<file path="src/rtl/wb_master_bridge_if.sv">
// Request, response and Wishbone signal bundle for wb_master_bridge.
// The master modport is the bridge's view; slave is the core/bus-side view.
interface wb_master_bridge_if #(
  parameter int ADDR_W = 32
);
  logic              req_valid_i;
  logic              req_ready_o;
  logic [ADDR_W-1:0] req_addr_i;
  logic [31:0]       req_wdata_i;
  logic [3:0]        req_sel_i;
  logic              req_we_i;

  logic              rsp_valid_o;
  logic              rsp_ready_i;
  logic [31:0]       rsp_rdata_o;
  logic              rsp_err_o;

  logic              wb_cyc_o;
  logic              wb_stb_o;
  logic [ADDR_W-1:0] wb_adr_o;
  logic [31:0]       wb_dat_o;
  logic [3:0]        wb_sel_o;
  logic              wb_we_o;
  logic [31:0]       wb_dat_i;
  logic              wb_ack_i;
  logic              wb_err_i;

  modport master (
    input  req_valid_i, req_addr_i, req_wdata_i, req_sel_i, req_we_i,
    input  rsp_ready_i,
    input  wb_dat_i, wb_ack_i, wb_err_i,
    output req_ready_o,
    output rsp_valid_o, rsp_rdata_o, rsp_err_o,
    output wb_cyc_o, wb_stb_o, wb_adr_o, wb_dat_o, wb_sel_o, wb_we_o
  );

  modport slave (
    output req_valid_i, req_addr_i, req_wdata_i, req_sel_i, req_we_i,
    output rsp_ready_i,
    output wb_dat_i, wb_ack_i, wb_err_i,
    input  req_ready_o,
    input  rsp_valid_o, rsp_rdata_o, rsp_err_o,
    input  wb_cyc_o, wb_stb_o, wb_adr_o, wb_dat_o, wb_sel_o, wb_we_o
  );
endinterface

</file>
<file path="src/rtl/wb_master_bridge.sv">
// Single-outstanding Wishbone classic initiator: one request in, one bus cycle, one response out.
// Define WB_MASTER_TIMEOUT_EN to build in the watchdog that ends unacknowledged cycles with an error.
module wb_master_bridge #(
  parameter int ADDR_W         = 32,
  parameter int TIMEOUT_CYCLES = 256
) (
  input  logic                 wb_clk_i,
  input  logic                 wb_rst_i,
  wb_master_bridge_if.master   bus
);

  typedef enum logic [1:0] {
    IDLE = 2'd0,
    BUS  = 2'd1,
    RESP = 2'd2
  } state_t;

  state_t            r_state, w_state_next;
  logic [ADDR_W-1:0] r_adr, w_adr_next;
  logic [31:0]       r_dat, w_dat_next;
  logic [3:0]        r_sel, w_sel_next;
  logic              r_we, w_we_next;
  logic [31:0]       r_rdata, w_rdata_next;
  logic              r_err, w_err_next;

`ifdef WB_MASTER_TIMEOUT_EN
  localparam int CNT_W = $clog2(TIMEOUT_CYCLES);
  logic [CNT_W-1:0] r_cnt, w_cnt_next;
  logic             w_timeout;
  assign w_timeout = (r_cnt == CNT_W'(TIMEOUT_CYCLES - 1));
`else
  logic [31:0] w_unused_timeout;
  assign w_unused_timeout = 32'(TIMEOUT_CYCLES);
`endif

  always_ff @(posedge wb_clk_i or posedge wb_rst_i) begin
    if (wb_rst_i) begin
      r_state <= IDLE;
      r_adr   <= '0;
      r_dat   <= '0;
      r_sel   <= '0;
      r_we    <= 1'b0;
      r_rdata <= '0;
      r_err   <= 1'b0;
`ifdef WB_MASTER_TIMEOUT_EN
      r_cnt   <= '0;
`endif
    end else begin
      r_state <= w_state_next;
      r_adr   <= w_adr_next;
      r_dat   <= w_dat_next;
      r_sel   <= w_sel_next;
      r_we    <= w_we_next;
      r_rdata <= w_rdata_next;
      r_err   <= w_err_next;
`ifdef WB_MASTER_TIMEOUT_EN
      r_cnt   <= w_cnt_next;
`endif
    end
  end

  always_comb begin
    w_state_next = r_state;
    w_adr_next   = r_adr;
    w_dat_next   = r_dat;
    w_sel_next   = r_sel;
    w_we_next    = r_we;
    w_rdata_next = r_rdata;
    w_err_next   = r_err;
`ifdef WB_MASTER_TIMEOUT_EN
    w_cnt_next   = r_cnt;
`endif
    case (r_state)
      IDLE: begin
        if (bus.req_valid_i) begin
          w_adr_next   = bus.req_addr_i;
          w_dat_next   = bus.req_wdata_i;
          w_sel_next   = bus.req_sel_i;
          w_we_next    = bus.req_we_i;
          w_state_next = BUS;
`ifdef WB_MASTER_TIMEOUT_EN
          w_cnt_next   = '0;
`endif
        end
      end
      BUS: begin
        // err outranks ack; a real ack on the watchdog's last cycle still wins
        if (bus.wb_err_i) begin
          w_err_next   = 1'b1;
          w_rdata_next = '0;
          w_state_next = RESP;
        end else if (bus.wb_ack_i) begin
          w_err_next   = 1'b0;
          w_rdata_next = r_we ? 32'd0 : bus.wb_dat_i;
          w_state_next = RESP;
        end
`ifdef WB_MASTER_TIMEOUT_EN
        else if (w_timeout) begin
          w_err_next   = 1'b1;
          w_rdata_next = '0;
          w_state_next = RESP;
        end else begin
          w_cnt_next   = r_cnt + 1'b1;
        end
`endif
      end
      RESP: begin
        if (bus.rsp_ready_i) begin
          w_state_next = IDLE;
        end
      end
      default: w_state_next = IDLE;
    endcase
  end

  // Bus address/data lanes hold their last values between cycles; slaves qualify with stb.
  assign bus.req_ready_o = (r_state == IDLE);
  assign bus.rsp_valid_o = (r_state == RESP);
  assign bus.rsp_rdata_o = r_rdata;
  assign bus.rsp_err_o   = r_err;
  assign bus.wb_cyc_o    = (r_state == BUS);
  assign bus.wb_stb_o    = (r_state == BUS);
  assign bus.wb_adr_o    = r_adr;
  assign bus.wb_dat_o    = r_dat;
  assign bus.wb_sel_o    = r_sel;
  assign bus.wb_we_o     = r_we;

endmodule
</file>
<file path="src/flat_wrapper.sv">
// flat-port wrapper written by rule: the top's interface ports become plain ports
module wb_master_bridge_flat 
#(
  parameter int ADDR_W         = 32,
  parameter int TIMEOUT_CYCLES = 256
)
  (wb_clk_i, wb_rst_i, bus_req_valid_i, bus_req_addr_i, bus_req_wdata_i, bus_req_sel_i, bus_req_we_i, bus_rsp_ready_i, bus_wb_dat_i, bus_wb_ack_i, bus_wb_err_i, bus_req_ready_o, bus_rsp_valid_o, bus_rsp_rdata_o, bus_rsp_err_o, bus_wb_cyc_o, bus_wb_stb_o, bus_wb_adr_o, bus_wb_dat_o, bus_wb_sel_o, bus_wb_we_o);
  wb_master_bridge_if #(.ADDR_W(ADDR_W)) bus_i ();
  input  logic wb_clk_i;
  input  logic wb_rst_i;
  input wire logic [$bits(bus_i.req_valid_i)-1:0] bus_req_valid_i;
  input wire logic [$bits(bus_i.req_addr_i)-1:0] bus_req_addr_i;
  input wire logic [$bits(bus_i.req_wdata_i)-1:0] bus_req_wdata_i;
  input wire logic [$bits(bus_i.req_sel_i)-1:0] bus_req_sel_i;
  input wire logic [$bits(bus_i.req_we_i)-1:0] bus_req_we_i;
  input wire logic [$bits(bus_i.rsp_ready_i)-1:0] bus_rsp_ready_i;
  input wire logic [$bits(bus_i.wb_dat_i)-1:0] bus_wb_dat_i;
  input wire logic [$bits(bus_i.wb_ack_i)-1:0] bus_wb_ack_i;
  input wire logic [$bits(bus_i.wb_err_i)-1:0] bus_wb_err_i;
  output wire logic [$bits(bus_i.req_ready_o)-1:0] bus_req_ready_o;
  output wire logic [$bits(bus_i.rsp_valid_o)-1:0] bus_rsp_valid_o;
  output wire logic [$bits(bus_i.rsp_rdata_o)-1:0] bus_rsp_rdata_o;
  output wire logic [$bits(bus_i.rsp_err_o)-1:0] bus_rsp_err_o;
  output wire logic [$bits(bus_i.wb_cyc_o)-1:0] bus_wb_cyc_o;
  output wire logic [$bits(bus_i.wb_stb_o)-1:0] bus_wb_stb_o;
  output wire logic [$bits(bus_i.wb_adr_o)-1:0] bus_wb_adr_o;
  output wire logic [$bits(bus_i.wb_dat_o)-1:0] bus_wb_dat_o;
  output wire logic [$bits(bus_i.wb_sel_o)-1:0] bus_wb_sel_o;
  output wire logic [$bits(bus_i.wb_we_o)-1:0] bus_wb_we_o;
  assign bus_i.req_valid_i = bus_req_valid_i;
  assign bus_i.req_addr_i = bus_req_addr_i;
  assign bus_i.req_wdata_i = bus_req_wdata_i;
  assign bus_i.req_sel_i = bus_req_sel_i;
  assign bus_i.req_we_i = bus_req_we_i;
  assign bus_i.rsp_ready_i = bus_rsp_ready_i;
  assign bus_i.wb_dat_i = bus_wb_dat_i;
  assign bus_i.wb_ack_i = bus_wb_ack_i;
  assign bus_i.wb_err_i = bus_wb_err_i;
  assign bus_req_ready_o = bus_i.req_ready_o;
  assign bus_rsp_valid_o = bus_i.rsp_valid_o;
  assign bus_rsp_rdata_o = bus_i.rsp_rdata_o;
  assign bus_rsp_err_o = bus_i.rsp_err_o;
  assign bus_wb_cyc_o = bus_i.wb_cyc_o;
  assign bus_wb_stb_o = bus_i.wb_stb_o;
  assign bus_wb_adr_o = bus_i.wb_adr_o;
  assign bus_wb_dat_o = bus_i.wb_dat_o;
  assign bus_wb_sel_o = bus_i.wb_sel_o;
  assign bus_wb_we_o = bus_i.wb_we_o;
  wb_master_bridge #(.ADDR_W(ADDR_W), .TIMEOUT_CYCLES(TIMEOUT_CYCLES)) u_core (.wb_clk_i(wb_clk_i), .wb_rst_i(wb_rst_i), .bus(bus_i));
endmodule
</file>
<file path="config.mk">
export PLATFORM = sky130hd
export DESIGN_NAME = wb_master_bridge_flat
export DESIGN_NICKNAME = d
export VERILOG_FILES = /design/src/rtl/wb_master_bridge_if.sv /design/src/rtl/wb_master_bridge.sv /design/src/flat_wrapper.sv
export SDC_FILE = /design/constraint.sdc
export NUM_CORES = 1
export LEC_CHECK = 0
export CORE_MARGIN = 5
export CORE_UTILIZATION = 53
export DETAILED_ROUTE_END_ITERATION = 8
export DONT_BUFFER_PORTS = 1
export PLACE_DENSITY_LB_ADDON = 0.15
export REMOVE_ABC_BUFFERS = 1
export SYNTH_ARGS = -nofsm -noshare
export SYNTH_HDL_FRONTEND = slang
export SYNTH_SLANG_ARGS = --single-unit
</file>
<file path="constraint.sdc">
create_clock -name wb_clk_i -period 5.47 [get_ports wb_clk_i]
set_input_delay 1.3675 -clock wb_clk_i [delete_from_list [all_inputs] [get_ports wb_clk_i]]
set_output_delay 1.3675 -clock wb_clk_i [all_outputs]
set_load 0.005 [all_outputs]
</file>
==> run_1/layer_met3.png <==
Bar = 20 microns.
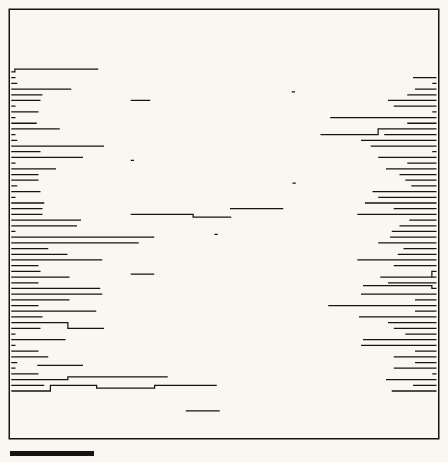
longest straight run: 33.8 microns
share of all routed wire: 14%
Vias: 2,174
drt total wl: 9.01 mm
met3 usage: 8.94%

==> run_1/placement.png <==
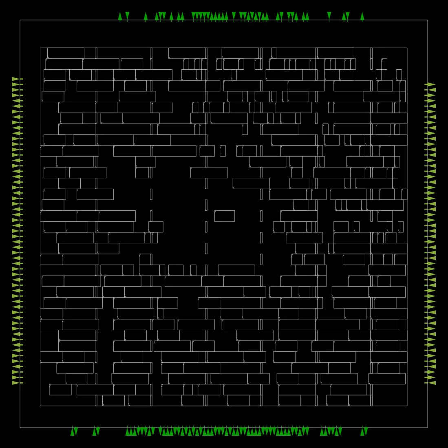
flop count: 104
# rows: 33
Final Core Density: 56.9%

==> run_1/placement_by_type.png <==
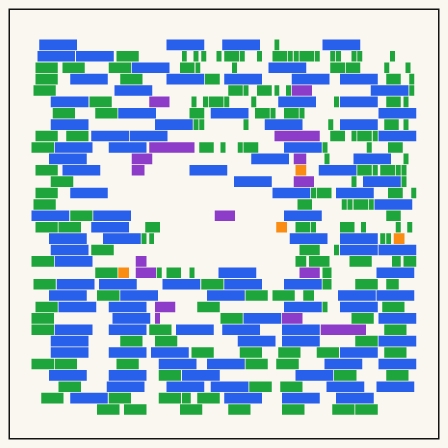
legend:
  blue:
    class: sequential cells
    cells: 104
  purple:
    class: clock drivers and dummy loads
    cells: 16
  orange:
    class: remaining buffers and delay cells
    cells: 4
  green:
    class: combinational and other logic
    cells: 178
core area: 8260 sq um
Post-Layout Inst Area: 4700 sq um
Seq/total area: 55.4%

run 1: stage by stage:
step	hold slack (ns)	instances
global route	0.566	407
global placement	0.527	391
CTS	0.555	407
detailed placement	0.526	391
floorplan	0.489	282
finish	0.551	407
run 1: worst max-delay path: cells and delay by family:
family / cells / cell delay [ns]
multiplexers: 1 / 0.35
AND/OR/NAND/NOR: 1 / 0.61
buffers and inverters: 1 / 0.56
run 1: cells in the final DEF, fill, tap and decap left out, types with 3 or more instances in the layout:
| cell type | synthesis | routed |
|---|---|---|
| buf_4 | 2 | 4 |
| bufinv_16 | 0 | 3 |
| inv_1 | 34 | 33 |
| nand2_1 | 33 | 33 |
| mux2i_1 | 32 | 32 |
| clkbuf_8 | 0 | 9 |
| dfrtp_1 | 104 | 104 |
| mux2_4 | 69 | 69 |
==> flow_metrics.env, run 1 <==
# implementation run metrics
export IMPL_outcome="completed"
export IMPL_drive_above_1_share_pct=31.1
export IMPL_postCtsHoldBufs=0
export IMPL_critPathArrivalTime_ns=2.93
export IMPL_maxPowerGroup="registers"
export IMPL_p_clk_share_pct=19.8
export IMPL_dieArea_sq_um=10400
export IMPL_async_flop_share_pct=100
export IMPL_fp_util_pct=54.5
export IMPL_drc=0
export IMPL_hold_viol=0
export IMPL_cts_buffer_depth=2
export IMPL_dominant_cells="sequential cells"
export IMPL_io_buffer_count=0
export IMPL_r2r_end="u_core.bus.wb_adr_o[19]"
export IMPL_use_met2_pct=26.4
export IMPL_clock_power_uw=565
export IMPL_cts_buffers=9
export IMPL_post_cts_buffers=0
export IMPL_power_switching_share_pct=30.9
export IMPL_ys_top_logic_family="multiplexers"
export IMPL_gp_congestion=0.742
export IMPL_endpoint_kind="flop"
export IMPL_syn_instance_count=298
export IMPL_clock_latency_ns=0.36
export IMPL_min_path_type="flop to flop"
export IMPL_ys_sh_aoi_pct=0.528
export IMPL_r2r_setup_slack_ns=3.15
export IMPL_syn_to_final_growth_pct=4.36
export IMPL_crit_slowest_cell="and2_4"
export IMPL_synthTopCellsByCount="dfrtp_1 (104), mux2_4 (69), inv_1 (34)"
export IMPL_critPathLaunch="bus_req_valid_i"
export IMPL_required_ns=5.70
export IMPL_num_nonclk_buffers=4
export IMPL_rr_startpoint="u_core.r_state[1]"
export IMPL_crit_type="primary input to flop"
export IMPL_wl_met3_mm=1.27
export IMPL_p_int_uw=1970
export IMPL_ys_top_cells_by_area="dfrtp_1 (58%), mux2_4 (23%), mux2i_1 (7.1%)"
export IMPL_combGateArea_sq_um=1560
export IMPL_num_antenna_cells=0
export IMPL_use_met1_pct=20.0
export IMPL_edf_count=0
export IMPL_crit_fanout=42
export IMPL_cts_tree="done"
export IMPL_setup_viol=0
export IMPL_synthMuxAreaShare_pct=30.1
export IMPL_post_cts_resized=0
export IMPL_nNetsFinal=404
export IMPL_powerComb_uw=850
export IMPL_max_slew_margin_pct=37.1
export IMPL_numSynthFlops=104
export IMPL_seq_power_uw=1440
export IMPL_synth_top_area_share_pct=57.8
export IMPL_clkbuf_count=10
export IMPL_vias_per_cell=5.34
export IMPL_yosysWarnings=0
export IMPL_fp_dieW_microns=102
export IMPL_xor_share_pct=0
export IMPL_post_route_period_util_pct=49.3
export IMPL_first_pass_iters=4
export IMPL_logic_gates=144
export IMPL_nNonClkInverters=34
export IMPL_min_from="u_core.bus.wb_sel_o[1]"
export IMPL_wl_met2_mm=4.38
export IMPL_dpl_hpwl_mm=6.63
export IMPL_met1Wirelength_mm=3.26
export IMPL_rsz0062_at_grt="false"
export IMPL_clock_sinks=104
export IMPL_syn_area_sq_um=4500
export IMPL_fill_cells=667
export IMPL_seq_area_frac_synth_pct=57.8
export IMPL_simple_gate_area_share_pct=3.83
export IMPL_crit_path_end="u_core.bus.wb_adr_o[19]"
export IMPL_dpl_cell_area_sq_um=4460
export IMPL_comb_share_pct=33.3
export IMPL_chipHeight_microns=102
export IMPL_min_period_ns=2.70
export IMPL_buf_share_pct=0.639
export IMPL_critPathMaxStageDelay_ns=0.61
export IMPL_skew_ns=0.0107
export IMPL_path_cells="and2_4, buf_4, mux2_4"
export IMPL_grt_max_degree=79
export IMPL_yosysMostFrequentCell="dfrtp_1"
export IMPL_top_usage_layer="met2"
export IMPL_combPwrFrac_pct=29.7
export IMPL_ant_nets=0
export IMPL_drv_cap=0
export IMPL_globalRouteOverflowTotal=0
export IMPL_routedWlPerCell_microns=22.1
export IMPL_tns_ns=0
export IMPL_p_switching_uw=884
export IMPL_slew_viol_final=0
export IMPL_syn_area_per_cell_sq_um=15.1
export IMPL_tightest_slew_ns=0.943
export IMPL_fmax_mhz=371
export IMPL_r2r_cells=4
export IMPL_final_clk_cell_share_pct=5.17
export IMPL_setup_ws_ns=2.77
export IMPL_regArea_sq_um=2600
export IMPL_pwr_share_seq_pct=50.5
export IMPL_whs_path_depth=1
export IMPL_ys_sh_adder_pct=0
export IMPL_htreeDepth=3
export IMPL_ys_types=16
export IMPL_grt_pass1_wl_mm=13.4
export IMPL_top_layer_used="met4"
export IMPL_ioPinCount=213
export IMPL_yosys_area_sq_um=4500
export IMPL_p_leak_uw=0.00219
export IMPL_track_usage_pct=16.9
export IMPL_warning_count=25
export IMPL_grt_pass1_vias=2390
export IMPL_total_power_uw=2860
export IMPL_drt_iter0_drc=53
export IMPL_clk_pin_slew_worst_paths_ns=0.10
export IMPL_irDropWorstVdd_v=0.000247
export IMPL_yosys_cells=298
export IMPL_pwr_density_cell_nw_per_um2=608
export IMPL_pre_cts_slack_ns=2.39
export IMPL_startpoint_type="primary input"
export IMPL_holdPathEnd="u_core.bus.wb_sel_o[1]"
export IMPL_top_area_cell="dfrtp_1"
export IMPL_nWellTaps=105
export IMPL_synth_main_ff_cell="dfrtp_1"
export IMPL_root_buffer="clkbuf_8"
export IMPL_antenna_found_initial=0
==> run 2, diff against run 1 <==
- clock period: 5.47 -> 2.4 ns (I/O delays scaled with it)
==> run_2/layer_met3.png <==
Bar = 20 microns.
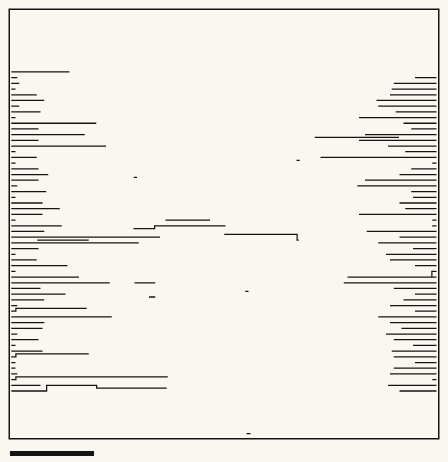
share of all routed wire: 13%
wire length on this layer: 1,180 microns
main direction: horizontal
nets with wire on the layer: 115
Vias: 2,184
drt total wl: 8.90 mm
met3 usage: 7.44%

==> run_2/placement_by_type.png <==
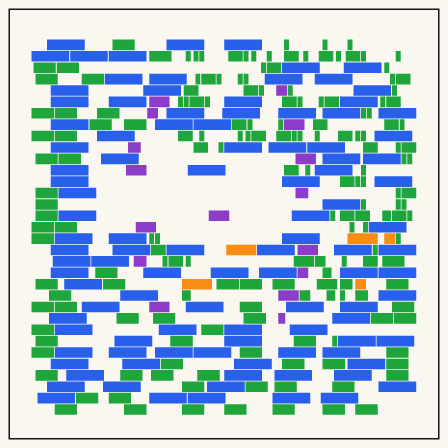
legend:
  purple:
    class: clock drivers and dummy loads
    cells: 16
  orange:
    class: remaining buffers and delay cells
    cells: 5
  green:
    class: combinational and other logic
    cells: 178
  blue:
    class: sequential cells
    cells: 104
Seq/total area: 55.6%
Final Core Density: 56.7%
Post-Layout Inst Area: 4680 sq um

==> run 2 against run 1 <==
Sequential share of layout area rose by 0.24 points. Global-route usage fell by 0.57 points. Critical path depth fell by 2. Die area unchanged. Worst hold slack got worse by 0.34 ns. Wire length decreased by 1.2%. Synthesized cell count did not move. Register-to-register slack got worse by 2.4 ns. Cell count up 0.25%. Cell area down 0.43%. Clock power is 72% higher. Critical path type is now flop to output pin. Critical endpoint is now bus_rsp_valid_o. Largest cell class unchanged.
==> flow_metrics.env, run 2 <==
# implementation run metrics
export IMPL_path_cells="nor2b_1"
export IMPL_postCtsHoldBufs=0
export IMPL_r2r_setup_slack_ns=0.74
export IMPL_slew_viol_final=0
export IMPL_worst_hold_slack_ns=0.213
export IMPL_ys_top_logic_family="multiplexers"
export IMPL_crit_type="flop to output pin"
export IMPL_rows=33
export IMPL_p_switching_uw=2030
export IMPL_nNetsFinal=405
export IMPL_combGateArea_sq_um=1560
export IMPL_cts_tree="done"
export IMPL_ys_sh_aoi_pct=0.528
export IMPL_io_buffer_count=0
export IMPL_first_pass_iters=4
export IMPL_root_buffer="clkbuf_8"
export IMPL_path_depth=1
export IMPL_r2r_end="u_core.bus.wb_dat_o[22]"
export IMPL_min_period_ns=1.68
export IMPL_buf_share_pct=1.60
export IMPL_post_cts_resized=0
export IMPL_p_int_uw=4220
export IMPL_syn_instance_count=298
export IMPL_xor_share_pct=0
export IMPL_hold_viol=0
export IMPL_pwr_density_cell_nw_per_um2=1340
export IMPL_tightest_slew_ns=0.555
export IMPL_post_route_period_util_pct=70.0
export IMPL_drive_above_1_share_pct=31.7
export IMPL_fp_util_pct=54.5
export IMPL_syn_area_per_cell_sq_um=15.1
export IMPL_power_switching_share_pct=32.5
export IMPL_nNonClkInverters=34
export IMPL_lay_top_cells="dfrtp_1 (104), mux2_4 (69), inv_1 (33), nand2_1 (33), mux2i_1 (32)"
export IMPL_dpl_cell_area_sq_um=4500
export IMPL_async_flop_share_pct=100
export IMPL_crit_fanout=3
export IMPL_ys_top_cells_by_area="dfrtp_1 (58%), mux2_4 (23%), mux2i_1 (7.1%)"
export IMPL_grt_max_degree=105
export IMPL_yosysWarnings=0
export IMPL_max_slew_margin_pct=63.0
export IMPL_synth_main_ff_cell="dfrtp_1"
export IMPL_cts_buffers=9
export IMPL_irDropWorstVdd_v=0.000545
export IMPL_syn_area_sq_um=4500
export IMPL_crit_slowest_cell="dfrtp_1"
export IMPL_top_usage_layer="met2"
export IMPL_grt_pass1_wl_mm=12.9
export IMPL_dp_cells=392
export IMPL_num_nonclk_buffers=5
export IMPL_setup_viol=0
export IMPL_r2r_cells=4
export IMPL_clk_pin_slew_worst_paths_ns=0.10
export IMPL_rr_startpoint="u_core.r_state[0]"
export IMPL_top_area_cell="dfrtp_1"
export IMPL_p_leak_uw=0.00217
export IMPL_powerComb_uw=1990
export IMPL_critPathLaunch="u_core.r_state[1]"
export IMPL_p_clk_share_pct=15.5
export IMPL_post_cts_buffers=0
export IMPL_seq_area_frac_synth_pct=57.8
export IMPL_gp_congestion=0.738
export IMPL_clock_sinks=104
export IMPL_track_usage_pct=16.4
export IMPL_dieArea_sq_um=10400
export IMPL_outcome="completed"
export IMPL_final_clk_cell_share_pct=3.80
export IMPL_skew_ns=0.00845
export IMPL_seq_power_uw=3290
export IMPL_comb_share_pct=33.4
export IMPL_drc=0
export IMPL_grt_pass1_vias=2373
export IMPL_fp_dieW_microns=102
export IMPL_combPwrFrac_pct=31.9
export IMPL_ant_nets=0
export IMPL_synthTopCellsByCount="dfrtp_1 (104), mux2_4 (69), inv_1 (34)"
export IMPL_crit_buf_inv=0
export IMPL_num_antenna_cells=0
export IMPL_endpoint_kind="output pin"
export IMPL_flop_count=104
export IMPL_dominant_cells="sequential cells"
export IMPL_simple_gate_area_share_pct=3.83
export IMPL_critPathMaxStageDelay_ns=0.42
export IMPL_pwr_share_seq_pct=52.6
export IMPL_routedWlPerCell_microns=21.8
export IMPL_warning_count=27
export IMPL_logic_gates=144
export IMPL_drv_cap=0
export IMPL_dpl_hpwl_mm=6.54
export IMPL_cts_buffer_depth=2
export IMPL_clock_power_uw=971
export IMPL_antenna_found_initial=0
export IMPL_lay_top_count="dfrtp_1"
export IMPL_htreeDepth=3
export IMPL_yosysMostFrequentCell="dfrtp_1"
export IMPL_clock_latency_ns=0.35
export IMPL_numSynthFlops=104
export IMPL_maxPowerGroup="registers"
export IMPL_ys_sh_adder_pct=0
export IMPL_cp_top_family="flip-flops"
export IMPL_syn_to_final_growth_pct=3.92
export IMPL_synthMuxAreaShare_pct=30.1
export IMPL_edf_count=0
export IMPL_critPathArrivalTime_ns=1.08
export IMPL_ys_types=16
export IMPL_use_met2_pct=26.2
export IMPL_clkbuf_count=9
export IMPL_yosys_cells=298
export IMPL_core_area_sq_um=8260
export IMPL_vias_per_cell=5.35
export IMPL_crit_path_end="bus_rsp_valid_o"
export IMPL_fmax_mhz=595
export IMPL_drt_iter0_drc=65
export IMPL_ioPinCount=213
export IMPL_synth_top_area_share_pct=57.8
export IMPL_total_power_uw=6250
export IMPL_globalRouteOverflowTotal=0
export IMPL_chipHeight_microns=102
export IMPL_yosys_area_sq_um=4500
export IMPL_min_path_type="primary input to asynchronous set/reset pin"
export IMPL_rsz0062_at_grt="false"
export IMPL_use_met1_pct=19.4
export IMPL_required_ns=1.80
export IMPL_regArea_sq_um=2600
export IMPL_startpoint_type="flop"
==> run_2/placement.png <==
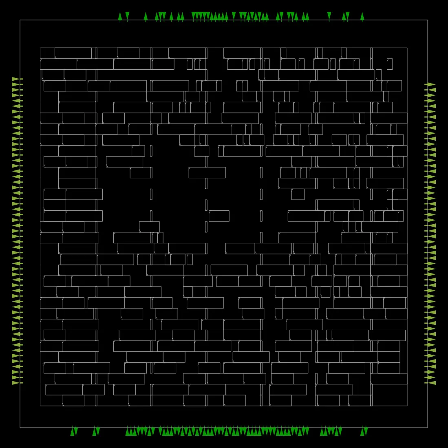
Tap Cells: 105
non-filler instance count after layout: 408
Fillers: 643

-- run 2: cell types whose count changed in the layout (fill, tap and decap cells not counted) --
cell / before / now
buf_12: 0 / 3
buf_4: 4 / 2
bufinv_16: 3 / 0
clkbuf_1: 1 / 0
clkinv_2: 0 / 1
clkinv_4: 0 / 1
clkinvlp_4: 1 / 3
-- run 2: routing by layer --
layer	part of all wire, %	wire length, microns
met5	0	0
met4	1.3	120
met3	13	1180
met2	49	4330
met1	37	3270
-- run 2: stage by stage --
step                util, %  setup TNS (ns)  setup WS, ns
finish                 56.7               0         0.719
floorplan                 -         -120.52        -0.932
detailed placement     54.5               0         0.751
CTS                    56.7               0         0.680
global route           56.7               0         0.660
global placement       54.5               0         0.794
==> run 3, diff against run 2 <==
- clock period: 2.4 -> 1.65 ns (I/O delays scaled with it)
==> run_3/placement_by_type.png <==
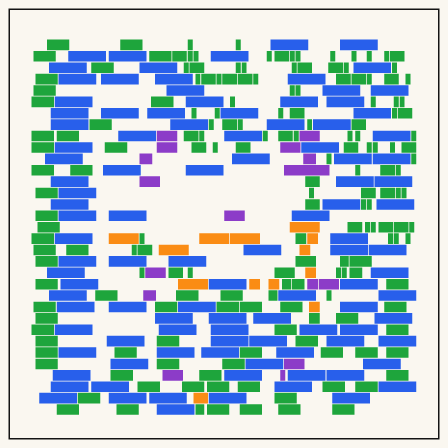
legend:
  orange:
    class: remaining buffers and delay cells
    cells: 13
  blue:
    class: sequential cells
    cells: 104
  green:
    class: combinational and other logic
    cells: 178
  purple:
    class: clock drivers and dummy loads
    cells: 16
Final Core Density: 58.2%
Seq/total area: 54.1%

==> run_3/placement.png <==
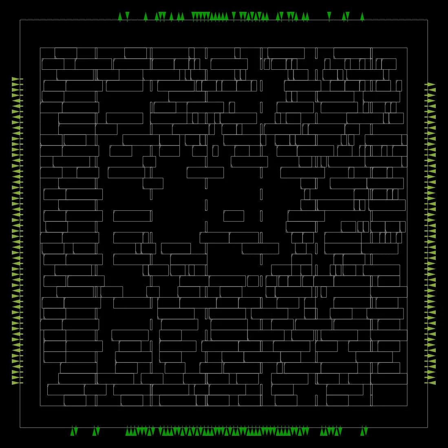
Fillers: 677
non-filler instance count after layout: 416

==> run 3 against run 2 <==
Register-to-register slack worse by 0.59 ns. Die area unchanged. Cell area up 2.7%. Sequential cell count unchanged. Non-clock buffer count up 8. Wire length up 1.2%. Core utilization up 1.5 points. Worst hold slack worse by 0.039 ns. Synthesized area unchanged. Power up 51%. Clock power up 67%. Critical endpoint unchanged. Highest routed layer unchanged.
==> flow_metrics.env, run 3 <==
# implementation run metrics
export IMPL_yosys_area_sq_um=4500
export IMPL_met1Wirelength_mm=3.40
export IMPL_crit_type="flop to output pin"
export IMPL_logic_gates=144
export IMPL_dp_cells=399
export IMPL_max_slew_margin_pct=77.6
export IMPL_syn_instance_count=298
export IMPL_post_route_period_util_pct=91.7
export IMPL_cp_top_family="flip-flops"
export IMPL_clk_pin_slew_worst_paths_ns=0.10
export IMPL_synthTopCellsByCount="dfrtp_1 (104), mux2_4 (69), inv_1 (34)"
export IMPL_clock_sinks=104
export IMPL_simple_gate_area_share_pct=3.83
export IMPL_vias_per_cell=5.30
export IMPL_outcome="completed"
export IMPL_dominant_cells="sequential cells"
export IMPL_yosys_cells=298
export IMPL_htreeDepth=3
export IMPL_top_layer_used="met4"
export IMPL_powerComb_uw=3020
export IMPL_comb_share_pct=32.5
export IMPL_required_ns=1.24
export IMPL_startpoint_type="flop"
export IMPL_root_buffer="clkbuf_8"
export IMPL_crit_slowest_cell="dfrtp_1"
export IMPL_xor_share_pct=0
export IMPL_p_clk_share_pct=17.2
export IMPL_tns_ns=0
export IMPL_antenna_found_initial=0
export IMPL_syn_area_per_cell_sq_um=15.1
export IMPL_pwr_density_cell_nw_per_um2=1960
export IMPL_power_switching_share_pct=31.7
export IMPL_p_switching_uw=2990
export IMPL_critPathArrivalTime_ns=1.10
export IMPL_clock_latency_ns=0.36
export IMPL_slew_viol_final=0
export IMPL_fmax_mhz=661
export IMPL_grt_pass1_wl_mm=13.3
export IMPL_critPathMaxStageDelay_ns=0.43
export IMPL_cts_buffer_depth=2
export IMPL_tightest_slew_ns=0.336
export IMPL_dpl_hpwl_mm=6.73
export IMPL_wl_met2_mm=4.29
export IMPL_ys_types=16
export IMPL_post_cts_resized=0
export IMPL_drive_above_1_share_pct=32.8
export IMPL_irDropWorstVdd_v=0.000854
export IMPL_combGateArea_sq_um=1560
export IMPL_chipHeight_microns=102
export IMPL_yosysWarnings=0
export IMPL_lay_top_cells="dfrtp_1 (104), mux2_4 (69), inv_1 (33), nand2_1 (33), mux2i_1 (32)"
export IMPL_async_flop_share_pct=100
export IMPL_ys_top_logic_family="multiplexers"
export IMPL_num_antenna_cells=0
export IMPL_top_usage_layer="met2"
export IMPL_r2r_cells=4
export IMPL_cts_buffers=9
export IMPL_edf_count=0
export IMPL_synth_main_ff_cell="dfrtp_1"
export IMPL_nWellTaps=105
export IMPL_io_buffer_count=0
export IMPL_dieArea_sq_um=10400
export IMPL_rsz0062_at_grt="false"
export IMPL_buf_share_pct=3.64
export IMPL_ant_nets=0
export IMPL_path_cells="nor2b_1"
export IMPL_regArea_sq_um=2600
export IMPL_setup_viol=0
export IMPL_track_usage_pct=17.0
export IMPL_use_met1_pct=20.8
export IMPL_ys_sh_aoi_pct=0.528
export IMPL_rows=33
export IMPL_ys_sh_adder_pct=0
export IMPL_nNetsFinal=413
export IMPL_routedWlPerCell_microns=21.6
export IMPL_synthMuxAreaShare_pct=30.1
export IMPL_final_clk_cell_share_pct=4.27
export IMPL_pre_cts_slack_ns=0.166
export IMPL_post_cts_buffers=0
export IMPL_fp_dieW_microns=102
export IMPL_r2r_setup_slack_ns=0.15
export IMPL_flop_count=104
export IMPL_drc=0
export IMPL_first_pass_iters=3
export IMPL_grt_pass1_vias=2402
export IMPL_combPwrFrac_pct=32.1
export IMPL_drt_iter0_drc=57
export IMPL_yosysMostFrequentCell="dfrtp_1"
export IMPL_syn_to_final_growth_pct=6.75
export IMPL_core_area_sq_um=8260
export IMPL_globalRouteOverflowTotal=0
export IMPL_r2r_end="u_core.bus.wb_dat_o[20]"
export IMPL_fp_util_pct=54.5
export IMPL_use_met2_pct=25.3
export IMPL_pwr_share_seq_pct=50.7
export IMPL_endpoint_kind="output pin"
export IMPL_seq_power_uw=4780
==> run_3/layer_met3.png <==
Bar = 20 microns.
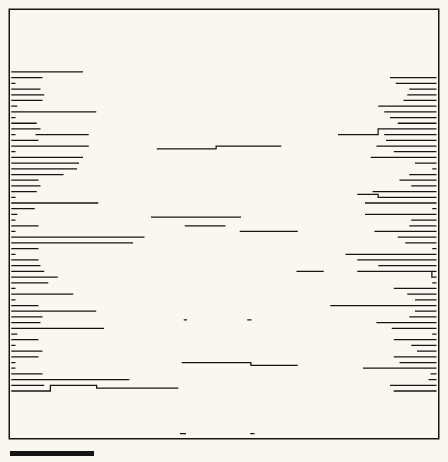
main direction: horizontal
longest straight run: 31.5 microns
nets with wire on the layer: 115
wire length on this layer: 1,180 microns
Vias: 2,204
drt total wl: 9.01 mm
met3 usage: 9.97%

-- run 3: cell counts after synthesis --
No cell type changed its count.
-- run 3: kinds of logic after synthesis --
group                  after synthesis
buffers and inverters               50
and+or+nand+nor                     40
muxes                              101
DFF                                104
AOI/OAI and AO/OA                    3
-- run 3: worst max-delay path by stage --
stage	startpoint	endpoint	slack, ns
6_report	u_core.r_state[1]	bus_rsp_valid_o	0.14
5_1_grt	u_core.r_state[1]	bus_rsp_valid_o	0.05
4_1_cts	u_core.r_state[1]	bus_rsp_valid_o	0.09
3_5_place_dp	u_core.r_state[0]	u_core.bus.wb_dat_o[5]	0.17
3_3_place_gp	u_core.r_state[0]	u_core.bus.wb_adr_o[6]	0.22
2_1_floorplan	wb_rst_i	u_core.bus.rsp_err_o	-1.49
Power figures rest on the tool's default switching activity, not on a simulated workload.
